--- config.mk ---
export PLATFORM = sky130hd
export DESIGN_NAME = fifo_ctrl_16to32
export DESIGN_NICKNAME = d
export VERILOG_FILES = /design/src/rtl/fifo_ctrl_16to32.sv
export SDC_FILE = /design/constraint.sdc
export NUM_CORES = 1
export LEC_CHECK = 0
export CAP_MARGIN = 10
export CORE_UTILIZATION = 50
export CTS_BUF_LIST = sky130_fd_sc_hd__clkbuf_4 sky130_fd_sc_hd__clkbuf_8 sky130_fd_sc_hd__clkbuf_16
export DETAILED_ROUTE_END_ITERATION = 10
export PLACE_DENSITY = 0.79
export SLEW_MARGIN = 20
export SYNTH_ARGS = -nofsm -noshare
export SYNTH_HDL_FRONTEND = slang
export SYNTH_SLANG_ARGS = --single-unit
--- constraint.sdc ---
create_clock -name CLK -period 3.9 [get_ports CLK]
set_clock_uncertainty 0.2 [all_clocks]
set_input_delay 0.39 -clock CLK [delete_from_list [all_inputs] [get_ports CLK]]
set_output_delay 0.39 -clock CLK [all_outputs]
set_load 0.1 [all_outputs]
--- src/rtl/fifo_ctrl_16to32.sv ---
// ---------------------------------------------------------------------------
// fifo_ctrl_16to32
//
// Controller that turns a 128x16-write / 64x32-read two-port LSRAM into a
// width-converting FIFO.
//
// The digitizer sample packer pushes 16-bit halfwords into the FIFO.
// The readout engine pops 32-bit words from it.
// The first halfword written lands in the low half of a read word.
// No data passes through this block. It only sequences the RAM ports and
// keeps the occupancy bookkeeping.
//
// Ports
//   CLK         single clock, also feeds the RAM W_CLK / R_CLK
//   RESET       asynchronous active-high reset
//   FLUSH       synchronous clear of pointers, count and flags
//   WE          write request, one halfword per cycle
//   RE          read request, one 32-bit word per cycle
//   RAM_W_ADDR  RAM write address (halfwords)
//   RAM_W_EN    RAM write enable
//   RAM_R_ADDR  RAM read address (32-bit words)
//   RAM_R_EN    RAM read enable
//   DVLD        RAM R_DATA holds a newly read word this cycle
//   FULL        no room for another halfword
//   EMPTY       fewer than two halfwords readable
//   AFULL       CNT >= AFULL_TH
//   AEMPTY      CNT <= AEMPTY_TH
//   CNT         halfwords stored and not yet read (0..2**WADDR_W)
//   OVERFLOW    sticky, a write was rejected
//   UNDERFLOW   sticky, a read was rejected
//
// Build option
//   FIFO_CTRL_FWFT_EN  When defined, the block runs first-word-fall-through.
//                      A prefetch FSM keeps the head word on R_DATA, and
//                      EMPTY = !DVLD.
//                      When undefined, DVLD is a one-cycle pulse after each
//                      accepted read.
// ---------------------------------------------------------------------------
module fifo_ctrl_16to32 #(
  parameter int WADDR_W   = 7,
  parameter int RADDR_W   = 6,
  parameter int AFULL_TH  = 120,
  parameter int AEMPTY_TH = 4
) (
  input  logic               CLK,
  input  logic               RESET,
  input  logic               FLUSH,
  input  logic               WE,
  input  logic               RE,
  output logic [WADDR_W-1:0] RAM_W_ADDR,
  output logic               RAM_W_EN,
  output logic [RADDR_W-1:0] RAM_R_ADDR,
  output logic               RAM_R_EN,
  output logic               DVLD,
  output logic               FULL,
  output logic               EMPTY,
  output logic               AFULL,
  output logic               AEMPTY,
  output logic [WADDR_W:0]   CNT,
  output logic               OVERFLOW,
  output logic               UNDERFLOW
);

  localparam logic [WADDR_W:0] DEPTH_LV  = (WADDR_W+1)'(2**WADDR_W);
  localparam logic [WADDR_W:0] AFULL_LV  = (WADDR_W+1)'(AFULL_TH);
  localparam logic [WADDR_W:0] AEMPTY_LV = (WADDR_W+1)'(AEMPTY_TH);
  localparam logic [WADDR_W:0] CNT_TWO   = (WADDR_W+1)'(2);

  logic [WADDR_W:0] wptr_q, wptr_d;
  logic [RADDR_W:0] rptr_q, rptr_d;
  logic [WADDR_W:0] cnt_q, cnt_d;
  logic             dvld_q, dvld_d;
  logic             full_q, full_d;
  logic             empty_q, empty_d;
  logic             afull_q, afull_d;
  logic             aempty_q, aempty_d;
  logic             ovf_q, ovf_d;
  logic             unf_q, unf_d;
  logic             wr_ok;
  logic             rd_ok;

  // A write is accepted when the registered FULL flag is clear.
  // A read in the same cycle does not make room for it.
  // FLUSH suppresses the write.
  always_comb begin
    wr_ok = WE & ~full_q & ~FLUSH;
  end

`ifdef FIFO_CTRL_FWFT_EN
  typedef enum logic [1:0] {
    IDLE  = 2'd0,
    FETCH = 2'd1,
    HOLD  = 2'd2
  } fetch_state_e;

  fetch_state_e state_q, state_d;

  // Register the prefetch state.
  // The head word is valid in FETCH and HOLD.
  always_ff @(posedge CLK or posedge RESET) begin
    if (RESET) begin
      state_q <= IDLE;
    end else begin
      state_q <= state_d;
    end
  end

  // Prefetch sequencing.
  // In IDLE, fetch as soon as a full word is stored.
  // While a head word is presented, RE consumes it. If another word is
  // available, it is fetched in the same cycle so DVLD has no bubble.
  always_comb begin
    state_d = state_q;
    rd_ok   = 1'b0;
    case (state_q)
      IDLE: begin
        if (cnt_q >= CNT_TWO) begin
          rd_ok   = 1'b1;
          state_d = FETCH;
        end
      end
      FETCH, HOLD: begin
        if (RE) begin
          if (cnt_q >= CNT_TWO) begin
            rd_ok   = 1'b1;
            state_d = FETCH;
          end else begin
            state_d = IDLE;
          end
        end else begin
          state_d = HOLD;
        end
      end
      default: state_d = IDLE;
    endcase
    if (FLUSH) begin
      rd_ok   = 1'b0;
      state_d = IDLE;
    end
    dvld_d = (state_d != IDLE);
  end
`else
  // Standard mode.
  // A read is accepted when the registered EMPTY flag is clear.
  // DVLD follows one cycle later, when the RAM bypass output shows the word.
  always_comb begin
    rd_ok  = RE & ~empty_q & ~FLUSH;
    dvld_d = rd_ok;
  end
`endif

  // Next-state values for the pointers, count and flags.
  // The count is the pointer difference: write pointer minus twice the read
  // pointer. The extra wrap bit on each pointer separates a full FIFO from
  // an empty one.
  // Every flag is taken from the next count, so it is valid in the same
  // cycle as CNT.
  always_comb begin
    wptr_d = wptr_q + {{WADDR_W{1'b0}}, wr_ok};
    rptr_d = rptr_q + {{RADDR_W{1'b0}}, rd_ok};
    ovf_d  = ovf_q | (WE & full_q);
    unf_d  = unf_q | (RE & empty_q);
    if (FLUSH) begin
      wptr_d = '0;
      rptr_d = '0;
      ovf_d  = 1'b0;
      unf_d  = 1'b0;
    end
    cnt_d    = wptr_d - {rptr_d, 1'b0};
    full_d   = (cnt_d == DEPTH_LV);
    afull_d  = (cnt_d >= AFULL_LV);
    aempty_d = (cnt_d <= AEMPTY_LV);
`ifdef FIFO_CTRL_FWFT_EN
    empty_d  = ~dvld_d;
`else
    empty_d  = (cnt_d < CNT_TWO);
`endif
  end

  // State register.
  // Reset leaves the FIFO empty with both sticky error flags clear.
  always_ff @(posedge CLK or posedge RESET) begin
    if (RESET) begin
      wptr_q   <= '0;
      rptr_q   <= '0;
      cnt_q    <= '0;
      dvld_q   <= 1'b0;
      full_q   <= 1'b0;
      empty_q  <= 1'b1;
      afull_q  <= 1'b0;
      aempty_q <= 1'b1;
      ovf_q    <= 1'b0;
      unf_q    <= 1'b0;
    end else begin
      wptr_q   <= wptr_d;
      rptr_q   <= rptr_d;
      cnt_q    <= cnt_d;
      dvld_q   <= dvld_d;
      full_q   <= full_d;
      empty_q  <= empty_d;
      afull_q  <= afull_d;
      aempty_q <= aempty_d;
      ovf_q    <= ovf_d;
      unf_q    <= unf_d;
    end
  end

  // RAM strobes are combinational from this cycle's accept decision.
  // The addresses are the pointers without their wrap bits.
  always_comb begin
    RAM_W_EN   = wr_ok;
    RAM_W_ADDR = wptr_q[WADDR_W-1:0];
    RAM_R_EN   = rd_ok;
    RAM_R_ADDR = rptr_q[RADDR_W-1:0];
    DVLD       = dvld_q;
    FULL       = full_q;
    EMPTY      = empty_q;
    AFULL      = afull_q;
    AEMPTY     = aempty_q;
    CNT        = cnt_q;
    OVERFLOW   = ovf_q;
    UNDERFLOW  = unf_q;
  end

endmodule

==> CHANGELOG.md <==
### Physical design

* Number of setup violations in the final report at 0
* Power group with the highest consumption: combinational cells
* Stage-log warning count at 28
* Leading registers by flop count: CNT (8), rptr_q (7), wptr_q (7)
* Leading cell type by number of instances after synthesis: sky130_fd_sc_hd__dfrtp_1
* Number of instances in the synthesized netlist at between 150 and 200
* Multi-input combinational cell count at roughly 96
* Total internal power at just over 600 µW
* CP top delay family: simple AND/OR/NAND/NOR gates
* Worst Hold Margin at 0.236 ns
* Run status: finished, final reports clean
* Register with the highest flop count: CNT
* Portion of the clock cycle consumed by the worst path in the final layout at 89.6%
* Insertion delay of the later-clocked pin in the worst-skew pair at about 0.34 ns
* Port bufs at 34
* Top cells by area: sky130_fd_sc_hd__dfrtp_1, sky130_fd_sc_hd__ha_1, sky130_fd_sc_hd__buf_4, sky130_fd_sc_hd__xor2_1, sky130_fd_sc_hd__nand2b_1
* Flip-flop count of the largest register, all copies and words added at 8
* Syn Area/Cell at between 10 and 15 µm²
* Post-synth cell types at 38
* Crit path DRT at between 3 and 4 ns
* Critical R2R Launch: FULL
* Synth top area share at 42.0%
* Fraction of final layout cells with drive strength greater than 1 at approximately a fifth
* Setup TNS Final at 0 ns
* Number of failing hold endpoints at the final stage at 0
* Ranking of synthesized cells by instance count: sky130_fd_sc_hd__dfrtp_1, sky130_fd_sc_hd__buf_4
* Clock slew seen by the registers of the worst setup and hold paths at 0.10 ns
* Total clock sinks at 29
* Post-route DRC violation count at 0
* Final period demand of the worst path at between 3 and 4 ns
* Sequential group share of total power at ~33%
* First-pass GRT wire length at roughly 5.2 mm
* Relative area of clock buffers and inverters in the final design at 4.30%
* Yosys stat chip area at around 0.0016 mm²
* Transition time at the pin with the least slew margin at about 1.0 ns
* Net switching component of the power at 496 µW
* Post-synth ARST share at 100%
* Inserted Clock Buffers at 5
* Portion of total power attributed to combinational logic at between 40 and 50%
* TritonCTS clock tree: done
* Syn Nets at roughly 170
* WP depth at 14
* Net total in the final layout at between 150 and 200
* Post-synthesis instance area at approximately 0.0016 mm²
* # diodes at 0
* Power density over the cells at 533 mW/mm²
* Most area-hungry cell type in the Yosys netlist: sky130_fd_sc_hd__dfrtp_1
* RSZ-0062 raised after global routing: no
* Max transition margin at 33.2%
* DRT iter0 DRCs at 29
layer usage:
layer	GRT usage, %	vias to the layer above	wire length [µm]
met3	5.71	10	157
met5	0	-	0
met4	12.2	0	88
met2	35.7	37	1600
met1	25.2	536	1330
li1	-	547	-
cell families after synthesis:
logic type / after synthesis / synth area share, %
simple gates: 47 / 16.6
buf+inv: 29 / 10.3
flops: 29 / 45.2
compound gates: 21 / 8.86
xor+xnor: 16 / 9.17
fa+ha+maj: 12 / 9.79
cells in the final DEF (no fill, tap or decap), drive strengths merged, types with 6 or more instances in the layout:
cell type	count
xor2	12
dfrtp	27
nand3	7
nand2b	9
clkbuf	6
nor2	11
a21oi	6
ha	11
clkdlybuf4s50	32
inv	11
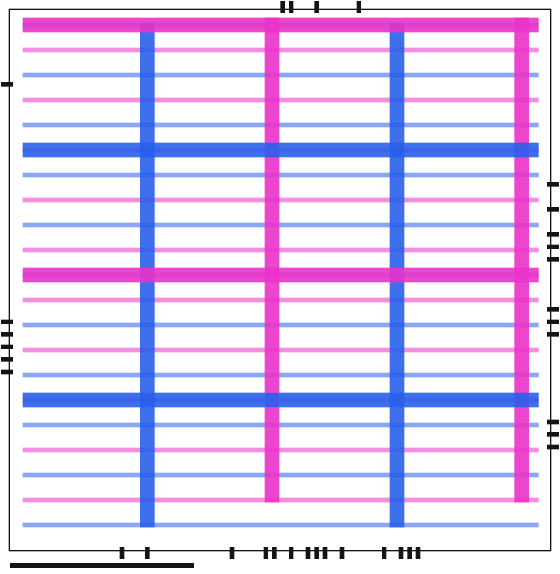
(images/pdn.png)
The bar under the picture is 20 µm long. Pins as bars on the die edge.
Key: blue = VSS; magenta = VDD
35 signal pins sit on the boundary. 4 straps on met5. 21 met1 rails follow the rows. 4 straps on met4. The core has 20 rows.
Die X-Extent: 58.8 µm
Die Ht: 58.8 µm
core outline area: 0.00305 mm²
largest vdd supply drop: 0.445 mV

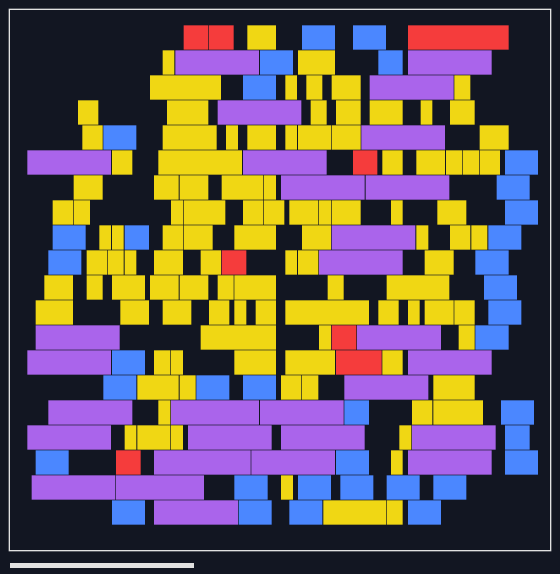
(images/cell_classes.png)
The bar under the picture is 20 µm long.
Key: red = clock drivers and dummy loads [cells 8, share of their area 4.4%]; blue = other buffers and delay cells [cells 36, share of their area 17%]; yellow = all other logic [cells 107, share of their area 42%]; purple = flip-flops [cells 29, share of their area 36%]
FP Rows: 20
sequential fraction of total cell area: 35.4%
Post-Route Utilization: 67.7%
final design instance area without fill: 0.00207 mm²

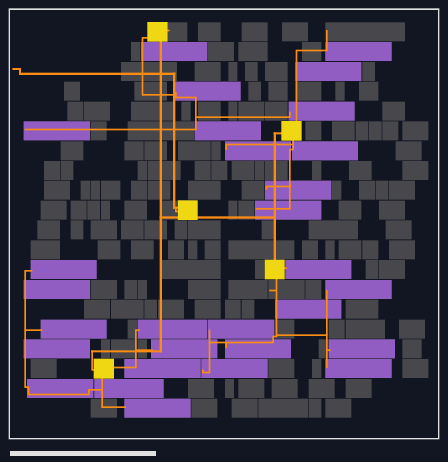
(images/clock_map.png)
The bar under the picture is 20 µm long.
Key: purple = flip-flops [count 29]; yellow = cells driving clock nets [count 5]; orange = clock wires [length 343 µm]
Position of the flops: widely spread.
proportion of power drawn by the clock network: 23.7%
clock group total power: 261 µW

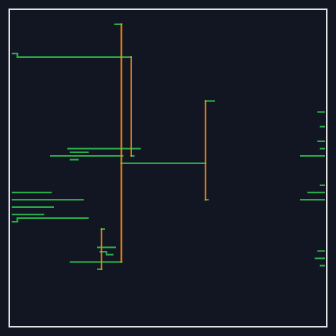
(images/metal_stack.png)
Two of the layers only.
Key: green = met3 [wire length 157 µm]; orange = met4 [wire length 88.4 µm]
vias: 1130
Tot GR Track Use: 21.5%
Routed WL: 3.18 mm
Routed WL per cell: 14.2 µm

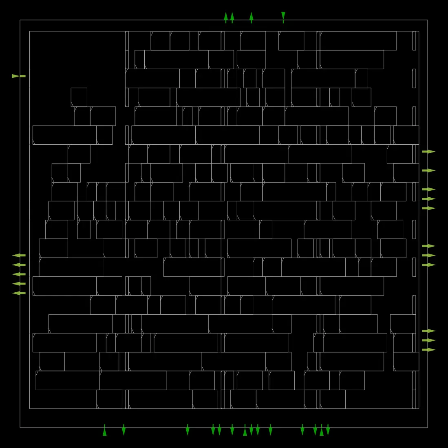
(images/final_placement.png)
filler-free cell count of the finished design: 224
number of tapcells: 44
registers: 29
number of fillers in the final layout: 257

No activity file was given, so power comes from the tool's default toggle rates.
